Run 1, layout detail:
Region (23, 28) to (48, 53) µm. Cells in grey, sequential cells in the stronger grey; small squares are vias.
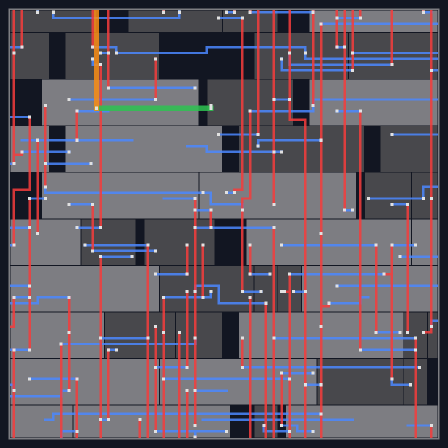
Run 1, M2 wires:
(4 px per µm)
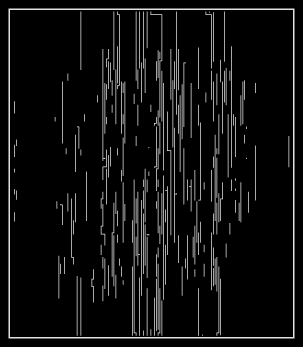
Run 1, register map, names as in the netlist:
(4 px per µm)
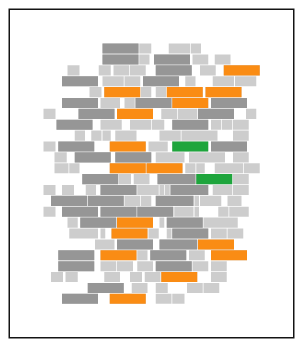
`src/rtl/input_capture.sv`:
```
// Captures the board switches on a debounced key press, using a 4-phase IO request/in_ready handshake.
// State updates on the falling edge of sys_clock. Define INPUT_CAPTURE_DEBOUNCE_EN to add the key debounce counter.
module input_capture #(
    parameter int DEBOUNCE_CYCLES = 500000
) (
    input  logic        sys_clock,
    input  logic        reset,
    input  logic [1:0]  IO,
    input  logic [15:0] switches,
    input  logic        key,
    output logic [15:0] entrada,
    output logic        in_ready,
    output logic        busy
);

    typedef enum logic [1:0] {
        IDLE,
        WAIT_PRESS,
        WAIT_RELEASE,
        DONE
    } state_t;

    state_t      r_state;
    state_t      w_next;
    logic        w_capture;
    logic        w_io_req;
    logic        w_press;

    logic        r_key_meta;
    logic        r_key_sync;
    logic [15:0] r_sw_meta;
    logic [15:0] r_sw_sync;
    logic        r_key_db;
    logic        r_key_db_d;
    logic [15:0] r_entrada;
    logic        r_in_ready;
    logic        r_busy;

    always_ff @(negedge sys_clock or posedge reset) begin
        if (reset) begin
            r_key_meta <= 1'b1;
            r_key_sync <= 1'b1;
            r_sw_meta  <= 16'h0000;
            r_sw_sync  <= 16'h0000;
        end else begin
            r_key_meta <= key;
            r_key_sync <= r_key_meta;
            r_sw_meta  <= switches;
            r_sw_sync  <= r_sw_meta;
        end
    end

`ifdef INPUT_CAPTURE_DEBOUNCE_EN
    localparam int CNT_W = (DEBOUNCE_CYCLES < 2) ? 1 : $clog2(DEBOUNCE_CYCLES + 1);
    localparam logic [CNT_W-1:0] CNT_LAST = CNT_W'(DEBOUNCE_CYCLES - 1);

    logic [CNT_W-1:0] r_db_cnt;

    // The level flips on the DEBOUNCE_CYCLES-th consecutive disagreeing cycle.
    always_ff @(negedge sys_clock or posedge reset) begin
        if (reset) begin
            r_db_cnt <= '0;
            r_key_db <= 1'b1;
        end else if (r_key_sync == r_key_db) begin
            r_db_cnt <= '0;
        end else if (r_db_cnt >= CNT_LAST) begin
            r_db_cnt <= '0;
            r_key_db <= r_key_sync;
        end else begin
            r_db_cnt <= r_db_cnt + CNT_W'(1);
        end
    end
`else
    always_ff @(negedge sys_clock or posedge reset) begin
        if (reset) begin
            r_key_db <= 1'b1;
        end else begin
            r_key_db <= r_key_sync;
        end
    end
`endif

    // A press is an edge of the debounced level, so a key held before the request never counts.
    always_ff @(negedge sys_clock or posedge reset) begin
        if (reset) begin
            r_key_db_d <= 1'b1;
        end else begin
            r_key_db_d <= r_key_db;
        end
    end

    assign w_press  = r_key_db_d & ~r_key_db;
    assign w_io_req = (IO == 2'd1);

    always_comb begin
        w_next    = r_state;
        w_capture = 1'b0;
        case (r_state)
            IDLE: begin
                if (w_io_req) begin
                    w_next = WAIT_PRESS;
                end
            end
            WAIT_PRESS: begin
                if (!w_io_req) begin
                    w_next = IDLE;
                end else if (w_press) begin
                    w_next    = WAIT_RELEASE;
                    w_capture = 1'b1;
                end
            end
            WAIT_RELEASE: begin
                if (!w_io_req) begin
                    w_next = IDLE;
                end else if (r_key_db) begin
                    w_next = DONE;
                end
            end
            DONE: begin
                if (!w_io_req) begin
                    w_next = IDLE;
                end
            end
            default: begin
                w_next = IDLE;
            end
        endcase
    end

    // Outputs decode the next state so they line up with r_state after the edge.
    always_ff @(negedge sys_clock or posedge reset) begin
        if (reset) begin
            r_state    <= IDLE;
            r_entrada  <= 16'h0000;
            r_in_ready <= 1'b0;
            r_busy     <= 1'b0;
        end else begin
            r_state    <= w_next;
            r_in_ready <= (w_next == DONE);
            r_busy     <= (w_next == WAIT_PRESS) || (w_next == WAIT_RELEASE);
            if (w_capture) begin
                r_entrada <= r_sw_sync;
            end
        end
    end

    assign entrada  = r_entrada;
    assign in_ready = r_in_ready;
    assign busy     = r_busy;

endmodule

```
`config.mk`:
```
export PLATFORM = sky130hd
export DESIGN_NAME = input_capture
export DESIGN_NICKNAME = d
export VERILOG_FILES = /design/src/rtl/input_capture.sv
export SDC_FILE = /design/constraint.sdc
export NUM_CORES = 1
export LEC_CHECK = 0
export CORE_ASPECT_RATIO = 1.2
export CORE_MARGIN = 8
export CORE_UTILIZATION = 48
export CTS_CLUSTER_DIAMETER = 150
export DETAILED_ROUTE_END_ITERATION = 6
export MAX_ROUTING_LAYER = met4
export PLACE_DENSITY = 0.77
export SETUP_SLACK_MARGIN = 0.5
export SLEW_MARGIN = 40
export SYNTH_ARGS = -nofsm -noshare
export SYNTH_HDL_FRONTEND = slang
export SYNTH_SLANG_ARGS = --single-unit
export TNS_END_PERCENT = 20
```
`constraint.sdc`:
```
create_clock -name sys_clock -period 2 [get_ports sys_clock]
set_input_delay 0.4 -clock sys_clock [delete_from_list [all_inputs] [get_ports sys_clock]]
set_output_delay 0.4 -clock sys_clock [all_outputs]
set_load 0.02 [all_outputs]
```
==> impl_metrics.csv, run 1 <==
group,metric,value,unit
finish,comb_cells,25,
status,status,"finished with violations",
route,drtPass1Iterations,2,
finish,drive_gt1_share,50.64,%
grt,first_global_vias,1055,
status,violations,"setup timing",
final_timing,skew,60.13,ps
finish,largest_cell_class,"sequential cells",
floorplanning,die_width,70.77,µm
grt,grt_pass1_wl,5.002,mm
route,routed-wl-met2,1.802,mm
finish,layout_top_cells,"dfrtn_1 (52), buf_6 (22), buf_4 (18)",
run,log.warning_count,33,
route,via_per_inst,4.662,
synth,ys_sh_adder,0.7241,%
setup_path,crit_fanout,2,
synth,netlist_instances,84,
placement,post-place-ws,-786.4,ps
final_timing,finalSetupViolations,35,
finish,layout_top_cell_excl_fill_tap,"dfrtn_1",
power,powerComb,0.443,mW
route,drc,0,
clocking,cts_root_buffer,"clkbuf_8",
floorplanning,dieArea,5784,µm²
power,internal-power,1.772,mW
finish,clockNetworkAreaShare,3.867,%
synth,syn_nets,106,
final_timing,fin_ws,-289.5,ps
finish,logic_area,336.6,µm²
final_timing,hold_viol,0,
synth,logic_family,"multiplexers",
synth,yosysChipArea,1728,µm²
-- 'layout detail' (at the start) --
legend:
  red:
    layer: met2
  green:
    layer: met3
  blue:
    layer: met1
  orange:
    layer: met4
sequential cells in the window: 14
cells with their middle in the window: 33
most frequent: dfrtn_1 (11), inv_1 (4)
netlist names of flops here include: r_sw_sync (5), entrada (4)

-- 'M2 wires' (at the start) --
wire length on this layer: 1800 µm
nets with wire on the layer: 166

-- 'register map, names as in the netlist' (at the start) --
legend:
  orange:
    name_in_the_netlist: entrada
    flops: 16
  green:
    name_in_the_netlist: r_state
    flops: 2
not coloured: 38

-- run 1: registers in the layout, indices dropped and copies added, names as in the netlist --
| name | flops |
|---|---|
| r_key_db | 1 |
| r_key_db_d | 1 |
| entrada | 16 |
| busy | 1 |
| r_key_sync | 1 |
| r_sw_sync | 16 |
| r_key_meta | 1 |
| r_state | 2 |
| r_sw_meta | 16 |
| in_ready | 1 |
-- run 1: synth_stat cells (all sizes together) --
| cell type | count | area, µm² |
|---|---|---|
| o21a | 1 | 7.510 |
| mux2i | 1 | 10.01 |
| nand4b | 1 | 23.77 |
| inv | 2 | 7.510 |
| mux2 | 16 | 210.2 |
| nor2b | 2 | 27.53 |
| dfstp | 4 | 105.1 |
| ha | 1 | 12.51 |
| buf | 1 | 11.26 |
| nand2 | 3 | 11.26 |
| dfrtn | 52 | 1301 |
-- run 1: what timing repair did --
| item | in CTS | in global routing |
|---|---|---|
| gates cloned | 1 | 0 |
| setup endpoints to repair | 111 | 84 |
| buffers inserted | 4 | 4 |
| gates resized | 139 | 7 |
-- run 1: worst paths after layout --
kind                                         start  depth (start not counted)  slack (ps)                       to
max                         entrada[3]$_DFFE_NP0P_                          1        -290               entrada[3]
min                        r_sw_meta[10]$_DFF_NP0_                          0         290  r_sw_sync[10]$_DFF_NP0_
max reg2reg                   r_key_db_d$_DFF_NP1_                          4         480   entrada[3]$_DFFE_NP0P_
min reg2reg                r_sw_meta[10]$_DFF_NP0_                          0         290  r_sw_sync[10]$_DFF_NP0_
max in group asynchronous                    reset                          3         570  r_sw_sync[14]$_DFF_NP0_
min in group asynchronous                    reset                          2        1030  r_sw_meta[11]$_DFF_NP0_
Run 1, congestion heat map:
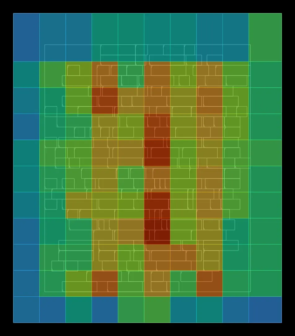

## Run 2: what changed since run 1
Settings changed: ABC_CLOCK_PERIOD_IN_PS set to 2000, GPL_TIMING_DRIVEN set to 0, SETUP_SLACK_MARGIN 0.5 to not set.
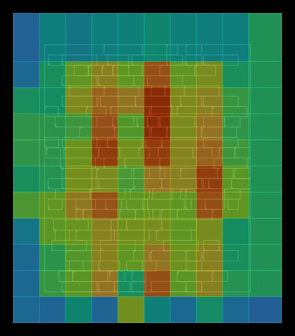
Run 2: congestion heat map
GRT Resource Usage Total: 11.50%
met1 GRT Util: 11.22%
GR peak layer: met2

==> run 2 against run 1 <==
Compared with the run above: first-iteration DRC count increased by 40%; total power increased by 3.7%; via count decreased by 6.3%; utilization decreased by 1.4 points; non-clock buffer count decreased by 13; worst hold slack about the same; the run still ends with setup timing left; sequential share of layout area increased by 1.1 points; setup slack improved by 20 ps; global-route usage decreased by 0.43 points; largest cell class unchanged; final cell count decreased by 6.7%.
==> impl_metrics.csv, run 2 <==
group,metric,value,unit
finish,fin_util,69.84,%
grt,use_met3,4.274,%
route,drtPass1Iterations,4,
grt,first_global_vias,971,
synth,syn_nets,106,
clocking,cts_root_buffer,"clkbuf_8",
finish,layout_top_cells,"dfrtn_1 (52), buf_6 (21), clkdlybuf4s50_1 (18)",
floorplanning,die_width,70.77,µm
synth,edf_count,0,
clocking,cts_max_level,2,
run,log.warning_count,33,
synth,most_common_cell,"dfrtn_1",
route,via_per_inst,4.681,
finish,layout_top_cell_excl_fill_tap,"dfrtn_1",
setup_path,crit_fanout,2,
setup_path,crit_path_top_delay_cell,"dfrtn_1",
route,ant_nets,0,
final_timing,skew,61.14,ps
synth,yosysChipArea,1728,µm²
synth,area_leaders,"dfrtn_1 (75%), mux2_4 (7.0%), dfstp_2 (6.1%)",
status,violations,"setup timing",
final_timing,finalSetupViolations,35,
synth,netlist_instances,84,
clocking,clock_path_buffers,2,
grt,grt_pass1_wl,4.809,mm
power,power,2.445,mW
finish,drive_gt1_share,45.45,%
synth,ys_top_cells_by_count,"dfrtn_1 (52), mux2_2 (8), mux2_4 (8)",
final_timing,hold_viol,0,
setup_path,critPathBufInv,1,
synth,yosysSeqAreaShare,81.39,%
route,drc,0,
clocking,numCtsBuffers,5,
status,status,"finished with violations",
synth,yosysTopAreaCellShare,75.31,%
placement,dp_cells,163,
final_timing,fin_ws,-269.3,ps
synth,flop_cell,"dfrtn_1",
synth,async_flop_share,100.0,%
floorplanning,dieArea,5784,µm²
floorplanning,core.rowCount,24,
-- run 2: layout make-up --
type	count	area, µm²	area share [%]
multi-input combinational	25	326.6	13.20
clock inverter	7	55.05	2.224
timing repair buffer	48	541.8	21.89
inverter	1	7.507	0.3033
sequential	56	1406	56.83
clock buffer	5	68.82	2.781
tap	39	48.80	1.972
buffer	1	20.02	0.8089
-- run 2: power by group --
group          internal, mW  switching, mW
clock                 0.378          0.347
sequential             1.25         0.0564
combinational         0.250          0.166
total                  1.87          0.570
-- run 2: worst paths after layout --
path	from	cells after the start	slack, ps	end
worst max-delay path	entrada[3]$_DFFE_NP0P_	1	-270	entrada[3]
worst min-delay path	r_sw_meta[10]$_DFF_NP0_	0	290	r_sw_sync[10]$_DFF_NP0_
worst max register to register	r_key_db_d$_DFF_NP1_	4	480	entrada[9]$_DFFE_NP0P_
worst min register to register	r_sw_meta[10]$_DFF_NP0_	0	290	r_sw_sync[10]$_DFF_NP0_
max in group asynchronous	reset	3	140	r_key_meta$_DFF_NP1_
min in group asynchronous	reset	2	1300	r_sw_meta[12]$_DFF_NP0_
-- run 2: logic make-up (layout without fill, tap and decap cells) --
family | after synthesis | after routing | share of synthesized area [%]
AND-OR/OR-AND | 1 | 1 | 0.4346
buffers and inverters | 3 | 62 | 1.086
flip-flops | 56 | 56 | 81.39
AND/OR/NAND/NOR | 6 | 6 | 3.621
multiplexers | 17 | 17 | 12.74
adder cells (fa/ha/maj) | 1 | 1 | 0.7240
-- run 2: what timing repair did --
item | 4_1_cts | 5_1_grt
pin swaps | 1 | 0
gates cloned | 1 | 0
resized | 122 | 4
buffers inserted | 5 | 2
endpoints found under the setup margin | 37 | 35
Run 2, layout detail:
Region (23, 28) to (48, 53) µm. Cells in grey, sequential cells in the stronger grey; small squares are vias.
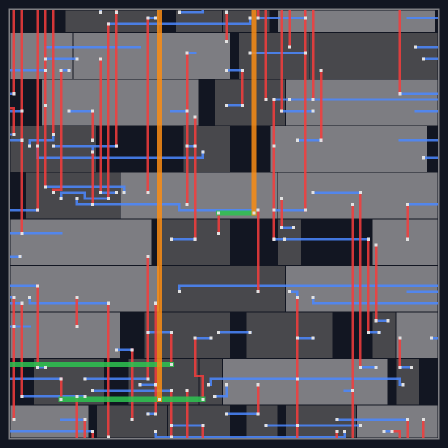

## Run 3: what changed since run 2
Settings changed: CORE_ASPECT_RATIO 1.2 to 1.4, CTS_CLUSTER_DIAMETER 150 to 120, RECOVER_POWER set to 25.
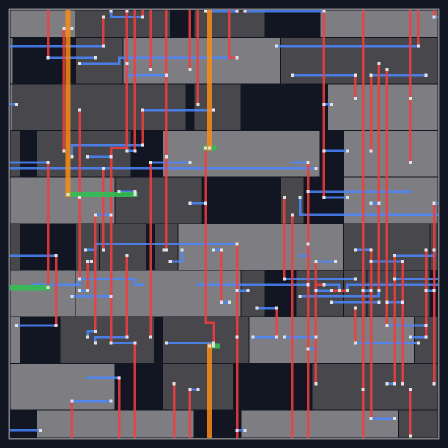
Run 3: layout detail
Region (21, 31) to (46, 56) µm. Cells in grey, sequential cells in the stronger grey; small squares are vias.
legend:
  orange:
    layer: met4
  red:
    layer: met2
  blue:
    layer: met1
  green:
    layer: met3
sequential cells in the window: 13
netlist names of flops here include: entrada (3), r_sw_sync (3), r_state (2)
cells with their middle in the window: 35
most frequent: dfrtn_1 (10)

==> run 3 against run 2 <==
Compared with the run above: the flow still finishes with violations (setup timing); non-clock buffer count rose by 2; combinational power up 1%; critical path depth is the same; sequential cell count did not move; clock skew shrank 8.0 ps; critical path type unchanged; largest cell class unchanged.
==> impl_metrics.csv, run 3 <==
group,metric,value,unit
synth,area_leaders,"dfrtn_1 (75%), mux2_4 (7.0%), dfstp_2 (6.1%)",
min_path,min_to,"r_sw_sync[6]$_DFF_NP0_",
route,drtPass1Iterations,4,
status,violations,"setup timing",
finish,fin_util,69.44,%
min_path,worstHoldStart,"r_sw_meta[6]$_DFF_NP0_",
setup_path,reg2reg_depth,4,
synth,yosysChipArea,1728,µm²
setup_path,r2r_setup_slack,480,ps
setup_path,crit_path_top_delay_cell,"dfrtn_1",
synth,ys_top_cells_by_count,"dfrtn_1 (52), mux2_2 (8), mux2_4 (8)",
grt,first_global_vias,989,
final_timing,hold_viol,0,
final_timing,fin_ws,-286.9,ps
route,ant_nets,0,
finish,layout_top_cells,"dfrtn_1 (52), buf_6 (21), clkdlybuf4s50_1 (17)",
synth,yosysTopAreaCellShare,75.31,%
clocking,cts_max_level,2,
final_timing,finalSetupViolations,39,
status,status,"finished with violations",
final_timing,skew,53.15,ps
setup_path,r2r_end,"entrada[13]$_DFFE_NP0P_",
## run 3: final cells by class
type	count	area [µm²]	area share (%)
multi-input combinational	25	322.8	13.11
timing repair buffer	50	555.5	22.56
sequential	56	1406	57.11
clock buffer	7	86.33	3.506
tap	42	52.55	2.134
clock inverter	5	18.77	0.7622
buffer	1	15.01	0.6098
inverter	1	5.005	0.2033
## run 3: what timing repair did
action | 4_1_cts | 5_1_grt
buffers inserted | 6 | 3
setup endpoints to repair | 41 | 35
gates resized | 124 | 1
pin swaps | 1 | 0
cloned | 1 | 0
## run 3: metal layers
metal  vias up  wire length (µm)  global-route usage, %
met5         -                 0                      -
met4         0                60                  6.433
met3         6               127                  3.866
met2        23              1581                  18.24
met1       445               993                  10.85
li1        394                 -                      -
## run 3: how the worst max path moves through the flow
stage	from	endpoint	slack [ps]	cells past startpoint
2_1_floorplan	IO[0]	entrada[0]$_DFFE_NP0P_	-370	4
3_3_place_gp	IO[0]	entrada[14]$_DFFE_NP0P_	-940	5
3_5_place_dp	IO[0]	entrada[15]$_DFFE_NP0P_	-970	5
4_1_cts	entrada[15]$_DFFE_NP0P_	entrada[15]	-290	1
5_1_grt	entrada[15]$_DFFE_NP0P_	entrada[15]	-320	1
6_report	entrada[15]$_DFFE_NP0P_	entrada[15]	-290	1
## run 3: kinds of logic (layout without fill, tap and decap cells)
logic type,count (synthesis),after routing,share of synthesized area (%)
adders and majority gates,1,1,0.7240
buffers and inverters,3,64,1.086
DFF,56,56,81.39
muxes,17,17,12.74
AOI/OAI and AO/OA,1,1,0.4346
and+or+nand+nor,6,6,3.621
## run 3: where the power goes
group / internal (mW) / switching [mW] / total [mW]
logic: 0.255 / 0.166 / 0.421
registers: 1.25 / 0.0559 / 1.30
clock network: 0.288 / 0.335 / 0.623
total: 1.79 / 0.557 / 2.35

==> screenshots <==
Cells by drive strength.
(6 px per µm)
(a)
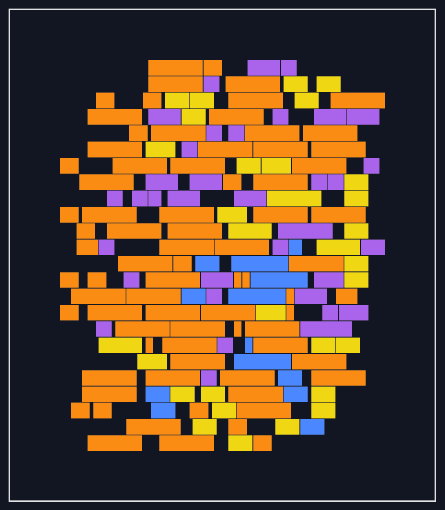
(b)
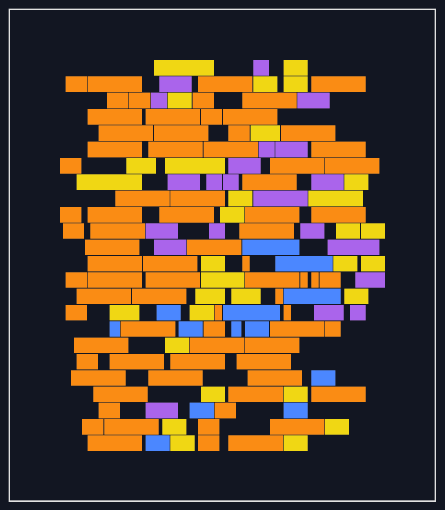
- run 1 = (a)
- run 2 = (b)

Key to (b):
legend:
  purple:
    size: drive 3 to 4
    cells: 21
    share: 15%
    most_used: mux2_4
  orange:
    size: drive 1 or less
    cells: 78
    share: 55%
    most_used: dfrtn_1
  blue:
    size: drive 2
    cells: 13
    share: 9.1%
    most_used: mux2_2
  yellow:
    size: drive 6 and up
    cells: 31
    share: 22%
    most_used: buf_6

Power and IR drop assume default switching activity.
